===== src/rtl/tcm_port_arbiter_pkg.sv =====
// Shared widths, owner codes and FSM state type for the TCM port arbiter.
package tcm_port_arbiter_pkg;

    localparam int XLEN        = 32;
    localparam int BUS_WIDTH   = 32;
    localparam int BUS_ACC_CNT = 3;
    localparam int ACC_W       = $clog2(BUS_ACC_CNT);

    typedef enum logic [1:0] {
        ARB_OWN_D = 2'd0,
        ARB_OWN_I = 2'd1,
        ARB_OWN_X = 2'd2
    } arb_own_e;

    typedef enum logic {
        ARB_ST_IDLE = 1'b0,
        ARB_ST_BUSY = 1'b1
    } arb_state_e;

endpackage


===== src/rtl/tcm_port_arbiter_age_picker.sv =====
// Combinational winner selection: starved requesters first, then D > I > X.
// Bit 0 = D, bit 1 = I, bit 2 = X.
module arb_age_picker
    import tcm_port_arbiter_pkg::*;
(
    input  logic [2:0] req_i,
    input  logic [2:0] starved_i,
    output logic [2:0] gnt_o,
    output logic [1:0] owner_o
);

    logic [2:0] hi_pool;
    logic [2:0] pool;

    // Restrict the candidate set to starved requesters when any exist, then apply fixed priority.
    always_comb begin
        hi_pool = req_i & starved_i;
        pool    = (|hi_pool) ? hi_pool : req_i;
        gnt_o   = '0;
        owner_o = ARB_OWN_D;
        if (pool[0]) begin
            gnt_o   = 3'b001;
            owner_o = ARB_OWN_D;
        end else if (pool[1]) begin
            gnt_o   = 3'b010;
            owner_o = ARB_OWN_I;
        end else if (pool[2]) begin
            gnt_o   = 3'b100;
            owner_o = ARB_OWN_X;
        end
    end

endmodule


===== src/rtl/tcm_port_arbiter.sv =====
// Shares the single TCM port between data, instruction and external masters.
// One transaction at a time; aging prevents starvation, watchdog faults hung accesses.
module tcm_port_arbiter
    import tcm_port_arbiter_pkg::*;
#(
    parameter int unsigned STARVE_LIMIT = 4,
    parameter int unsigned TIMEOUT      = 255
) (
    input  logic                 clk,
    input  logic                 rstn,

    input  logic [XLEN-1:0]      d_addr,
    input  logic                 d_w_rb,
    input  logic [ACC_W-1:0]     d_acc,
    input  logic [BUS_WIDTH-1:0] d_wdata,
    input  logic                 d_req,
    output logic [BUS_WIDTH-1:0] d_rdata,
    output logic                 d_resp,
    output logic                 d_fault,

    input  logic [XLEN-1:0]      i_addr,
    input  logic                 i_w_rb,
    input  logic [ACC_W-1:0]     i_acc,
    input  logic [BUS_WIDTH-1:0] i_wdata,
    input  logic                 i_req,
    output logic [BUS_WIDTH-1:0] i_rdata,
    output logic                 i_resp,
    output logic                 i_fault,

    input  logic [XLEN-1:0]      x_addr,
    input  logic                 x_w_rb,
    input  logic [ACC_W-1:0]     x_acc,
    input  logic [BUS_WIDTH-1:0] x_wdata,
    input  logic                 x_req,
    output logic [BUS_WIDTH-1:0] x_rdata,
    output logic                 x_resp,
    output logic                 x_fault,

    output logic [XLEN-1:0]      addr,
    output logic                 w_rb,
    output logic [ACC_W-1:0]     acc,
    output logic [BUS_WIDTH-1:0] wdata,
    output logic                 req,
    input  logic [BUS_WIDTH-1:0] rdata,
    input  logic                 resp,
    input  logic                 fault
);

    localparam logic [3:0] AGE_LIM  = 4'(STARVE_LIMIT);
    localparam logic [7:0] TMO_LAST = 8'(TIMEOUT - 1);

    arb_state_e           state_q;
    logic [1:0]           owner_q;
    logic [XLEN-1:0]      addr_q;
    logic                 w_rb_q;
    logic [ACC_W-1:0]     acc_q;
    logic [BUS_WIDTH-1:0] wdata_q;
    logic                 req_q;
    logic [7:0]           tmo_q;
    logic [3:0]           age_q [3];
    logic [3:0]           age_d [3];

    logic [2:0]           mreq;
    logic [2:0]           starved;
    logic [2:0]           gnt;
    logic [1:0]           win_owner;
    logic                 grant_now;
    logic                 busy;
    logic                 tmo_hit;
    logic                 done;
    logic                 done_fault;

    logic [XLEN-1:0]      sel_addr;
    logic                 sel_w_rb;
    logic [ACC_W-1:0]     sel_acc;
    logic [BUS_WIDTH-1:0] sel_wdata;

    assign mreq = {x_req, i_req, d_req};

    // A requester is starved once its age counter has saturated at the limit.
    always_comb begin
        for (int unsigned k = 0; k < 3; k++) begin
            starved[k] = (age_q[k] == AGE_LIM);
        end
    end

    arb_age_picker u_picker (
        .req_i     (mreq),
        .starved_i (starved),
        .gnt_o     (gnt),
        .owner_o   (win_owner)
    );

    assign grant_now  = (state_q == ARB_ST_IDLE) && (|mreq);
    assign busy       = (state_q == ARB_ST_BUSY);
    assign tmo_hit    = (TIMEOUT != 0) && (tmo_q == TMO_LAST);
    assign done       = busy && (resp || tmo_hit);
    // A real response takes precedence over a coincident watchdog expiry.
    assign done_fault = resp ? fault : 1'b1;

    assign d_resp  = done && (owner_q == ARB_OWN_D);
    assign i_resp  = done && (owner_q == ARB_OWN_I);
    assign x_resp  = done && (owner_q == ARB_OWN_X);
    assign d_fault = d_resp && done_fault;
    assign i_fault = i_resp && done_fault;
    assign x_fault = x_resp && done_fault;
    assign d_rdata = rdata;
    assign i_rdata = rdata;
    assign x_rdata = rdata;

    assign addr  = addr_q;
    assign w_rb  = w_rb_q;
    assign acc   = acc_q;
    assign wdata = wdata_q;
    assign req   = req_q;

    // Route the winning master's transaction fields toward the downstream registers.
    always_comb begin
        sel_addr  = d_addr;
        sel_w_rb  = d_w_rb;
        sel_acc   = d_acc;
        sel_wdata = d_wdata;
        if (win_owner == ARB_OWN_I) begin
            sel_addr  = i_addr;
            sel_w_rb  = i_w_rb;
            sel_acc   = i_acc;
            sel_wdata = i_wdata;
        end else if (win_owner == ARB_OWN_X) begin
            sel_addr  = x_addr;
            sel_w_rb  = x_w_rb;
            sel_acc   = x_acc;
            sel_wdata = x_wdata;
        end
    end

    // Age update: idle requesters clear, losers of a grant age (saturating), the winner clears.
    always_comb begin
        for (int unsigned k = 0; k < 3; k++) begin
            age_d[k] = age_q[k];
            if (!mreq[k]) begin
                age_d[k] = '0;
            end else if (grant_now) begin
                if (gnt[k]) begin
                    age_d[k] = '0;
                end else if (age_q[k] != AGE_LIM) begin
                    age_d[k] = age_q[k] + 4'd1;
                end
            end
        end
    end

    // Arbitration FSM with registered downstream request, owner, ages and watchdog.
    always_ff @(posedge clk) begin
        if (!rstn) begin
            state_q <= ARB_ST_IDLE;
            owner_q <= ARB_OWN_D;
            addr_q  <= '0;
            w_rb_q  <= 1'b0;
            acc_q   <= '0;
            wdata_q <= '0;
            req_q   <= 1'b0;
            tmo_q   <= '0;
            for (int unsigned k = 0; k < 3; k++) begin
                age_q[k] <= '0;
            end
        end else begin
            for (int unsigned k = 0; k < 3; k++) begin
                age_q[k] <= age_d[k];
            end
            if (state_q == ARB_ST_IDLE) begin
                if (grant_now) begin
                    addr_q  <= sel_addr;
                    w_rb_q  <= sel_w_rb;
                    acc_q   <= sel_acc;
                    wdata_q <= sel_wdata;
                    req_q   <= 1'b1;
                    owner_q <= win_owner;
                    tmo_q   <= '0;
                    state_q <= ARB_ST_BUSY;
                end
            end else begin
                if (done) begin
                    req_q   <= 1'b0;
                    tmo_q   <= '0;
                    state_q <= ARB_ST_IDLE;
                end else begin
                    tmo_q <= tmo_q + 8'd1;
                end
            end
        end
    end

endmodule


===== config.mk =====
export PLATFORM = sky130hd
export DESIGN_NAME = tcm_port_arbiter
export DESIGN_NICKNAME = d
export VERILOG_FILES = /design/src/rtl/tcm_port_arbiter_pkg.sv /design/src/rtl/tcm_port_arbiter_age_picker.sv /design/src/rtl/tcm_port_arbiter.sv
export SDC_FILE = /design/constraint.sdc
export NUM_CORES = 1
export LEC_CHECK = 0
export ABC_AREA = 1
export CAP_MARGIN = 0
export CELL_PAD_IN_SITES_DETAIL_PLACEMENT = 1
export CELL_PAD_IN_SITES_GLOBAL_PLACEMENT = 1
export CORE_ASPECT_RATIO = 1.5
export CORE_MARGIN = 5
export CORE_UTILIZATION = 21
export CTS_CLUSTER_SIZE = 20
export DETAILED_ROUTE_END_ITERATION = 10
export PLACE_DENSITY_LB_ADDON = 0.1
export SKIP_LAST_GASP = 1
export SYNTH_ARGS = -nofsm -noshare
export SYNTH_HDL_FRONTEND = slang
export SYNTH_SLANG_ARGS = --single-unit

===== constraint.sdc =====
create_clock -name clk -period 1.9 [get_ports clk]
set_input_delay 0.38 -clock clk [delete_from_list [all_inputs] [get_ports clk]]
set_output_delay 0.38 -clock clk [all_outputs]
set_load 0.005 [all_outputs]

### Wire density map

Drawn at 1.5 px/um. 15 x 22 tiles, from white (low) to dark blue (high), scaled to the fullest tile. Values are wire area over tile area, all layers added.
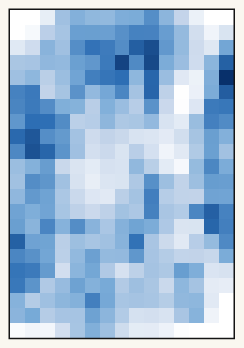
emptiest ninth of the die = lower right
mean over tiles = 0.16
fullest tile = 0.40
tiles over half the peak = 32%
densest ninth of the die = top center
nearly empty tiles = 3.9%

### Metal 4

Drawn at 2 px/um. Supply wires on this layer in gray.
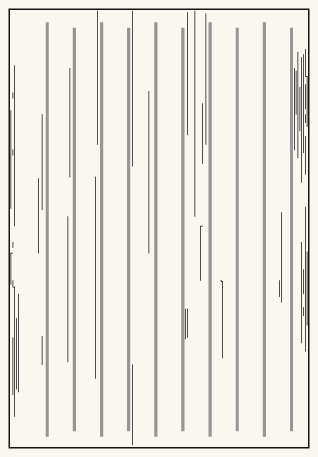
share of all routed wire = 5.8%
longest straight run = 103 um
vias after detailed routing: 7,212
Post-Route WL: 31,700 um

==> results.py <==
# Auto-generated metrics
metrics = {
    "synth": {
        "synthArstFlopShare_pct": 0,
        "adder_share_pct": 1.64,
        "edf_count": 0,
        "ys_sh_xor_pct": 1.01,
        "logic_family": "simple AND/OR/NAND/NOR gates",
        "syn_avg_cell_area_um2": 6.41,
        "top_area_cell": "dfxtp_1",
        "syn-cell-area_um2": 6090,
        "synth-seq-cells": 91,
        "yosys.area_share.aoi_pct": 13.6,
        "synthSimpleGateAreaFrac_pct": 31.1,
    },
    "timing": {
        "timing.final.crit_share_pct": 102,
        "timing.final.hold_violations": 0,
        "post-route-min-period_ns": 1.94,
        "setup_slack_ns": -0.0390,
        "worstMarginPinSlew_ns": 0.427,
        "setup_viol": 24,
        "rsz0062_at_grt": "yes",
        "relSlewSlack_pct": 71.5,
        "drv_slew": 0,
        "skew_ns": 0.00664,
    },
    "power": {
        "p_leak_nw": 4.56,
        "p_comb_mw": 2.02,
        "power_frac_comb_pct": 33.5,
        "power.internal_mw": 4.22,
        "total_power_mw": 6.03,
        "p_sw_share_pct": 30.0,
        "clock_power_share_pct": 31.3,
        "power_frac_seq_pct": 35.2,
        "top_power_group": "registers",
        "power_switching_mw": 1.81,
    },
    "flow_run": {
        "warning_count": 32,
        "maxCapViolCount": 0,
    },
    "clock_tree": {
        "clk_pin_slew_ns": 0.07,
        "cts_root_buf": "clkbuf_16",
        "post-cts-setup-buffers": 12,
        "cts_tree": "built",
        "cts_hold_buf": 0,
    },
    "global_routing": {
        "grt_max_degree": 36,
        "grt_overflow": 0,
        "use_met2_pct": 34.1,
        "grt_pass1_wl_um": 43900,
    },
    "worst_setup_path": {
        "path_depth": 14,
        "cp_max_fo": 6,
        "critPathTopFamily": "simple AND/OR/NAND/NOR gates",
        "crit_buf_inv": 4,
        "critical_path_arrival_ns": 2.18,
        "required_ns": 2.14,
        "cp-start-kind": "flip-flop",
        "path_cells": "inv_2 > ha_4 > nand4_1 > nand3_4 > nand2_4 > nand2_4 > buf_6 > nand3b_4 > buf_12 > clkbuf_16 > nand2_2 > nand3_2 > nand2_2 > a21oi_2",
    },
    "drt": {
        "first_pass_iters": 4,
        "drc": 0,
        "met2_length_um": 17200,
        "drt_first_iter_violations": 163,
        "routedLengthMet1_um": 10800,
        "dr.max_layer_used": "met4",
        "met3WireLength_um": 1810,
    },
    "finish": {
        "buf_share_pct": 39.5,
        "comb_share_pct": 32.8,
        "n_sequential_cell": 91,
        "n_all_buffers": 386,
        "fin_nets": 1441,
        "combGateArea_um2": 3520,
        "finalInstanceArea_um2": 10700,
        "final-clk-cell-share_pct": 2.74,
        "n_clock_buffer": 11,
        "antennaDiodeCount": 6,
        "fin_cells": 1593,
        "final_util_pct": 37.4,
        "fillers": 3499,
        "dominant-cell-class": "non-clock buffers",
    },
    "status": {
        "violations": "setup timing",
        "outcome": "complete, but fails checks",
    },
    "place": {
        "globalplace.congestion": 0.793,
        "pre_cts_slack_ns": -0.440,
        "dp_cells": 1539,
        "io_buffers": 281,
    },
    "die": {
        "num_rows": 76,
        "nWellTaps": 390,
        "io_pins": 410,
    },
    "hold_path": {
        "worstHoldPathCells": 2,
    },
}
### A small window of the routed layout

Region (60, 51) to (90, 81) um. Cells in gray, sequential cells in the stronger gray; small squares are vias.
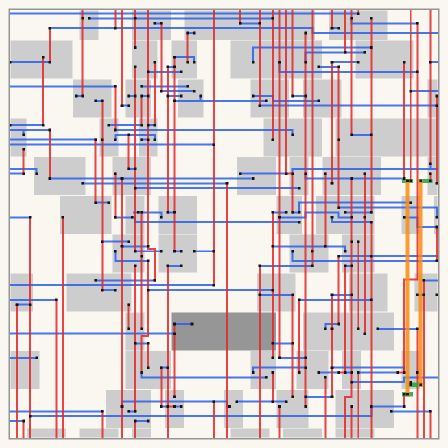
metal 1 -> blue
metal 2 -> red
metal 3 -> green
metal 4 -> orange
sequential cells in the window = 1
cells with their middle in the window = 52
most frequent = buf_4 (11), nand2_1 (5), nand2_4 (4)
netlist names of flops here include = `age_q` (1)

### Congestion heat map

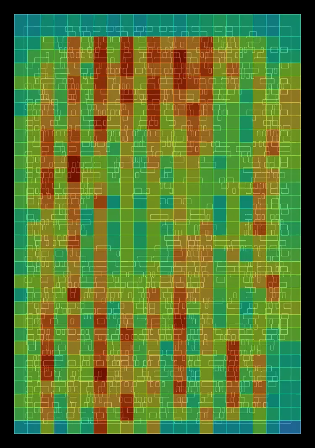
wire per inst: 19.9 um
overall routing resource usage: 17.9%
busiest grt layer: met2
met3 Usage GRT: 3.53%

path summary, 6_finish.rpt:
check | from | endpoint | slack [ns]
worst max-delay path | age_q[0][0]$_SDFFE_PN0P_ | addr[20]$_SDFFE_PN0P_ | -0.04
worst min-delay path | wdata[25]$_SDFFE_PN0P_ | wdata[25]$_SDFFE_PN0P_ | 0.46
worst max register to register | age_q[0][0]$_SDFFE_PN0P_ | addr[20]$_SDFFE_PN0P_ | -0.04
worst min register to register | wdata[25]$_SDFFE_PN0P_ | wdata[25]$_SDFFE_PN0P_ | 0.46
synthesized netlist by cell type (5+ instances only):
cell      number
nor3_1         5
nand4_1        6
ha_1           8
o21ai_0       71
buf_4        101
nand3_1      146
buf_2         18
a21oi_1       86
nand2_1      244
buf_6          7
xor2_1         6
inv_1         92
clkbuf_1      28
dfxtp_1       91
nor2_1        21
Power and IR drop assume default switching activity.
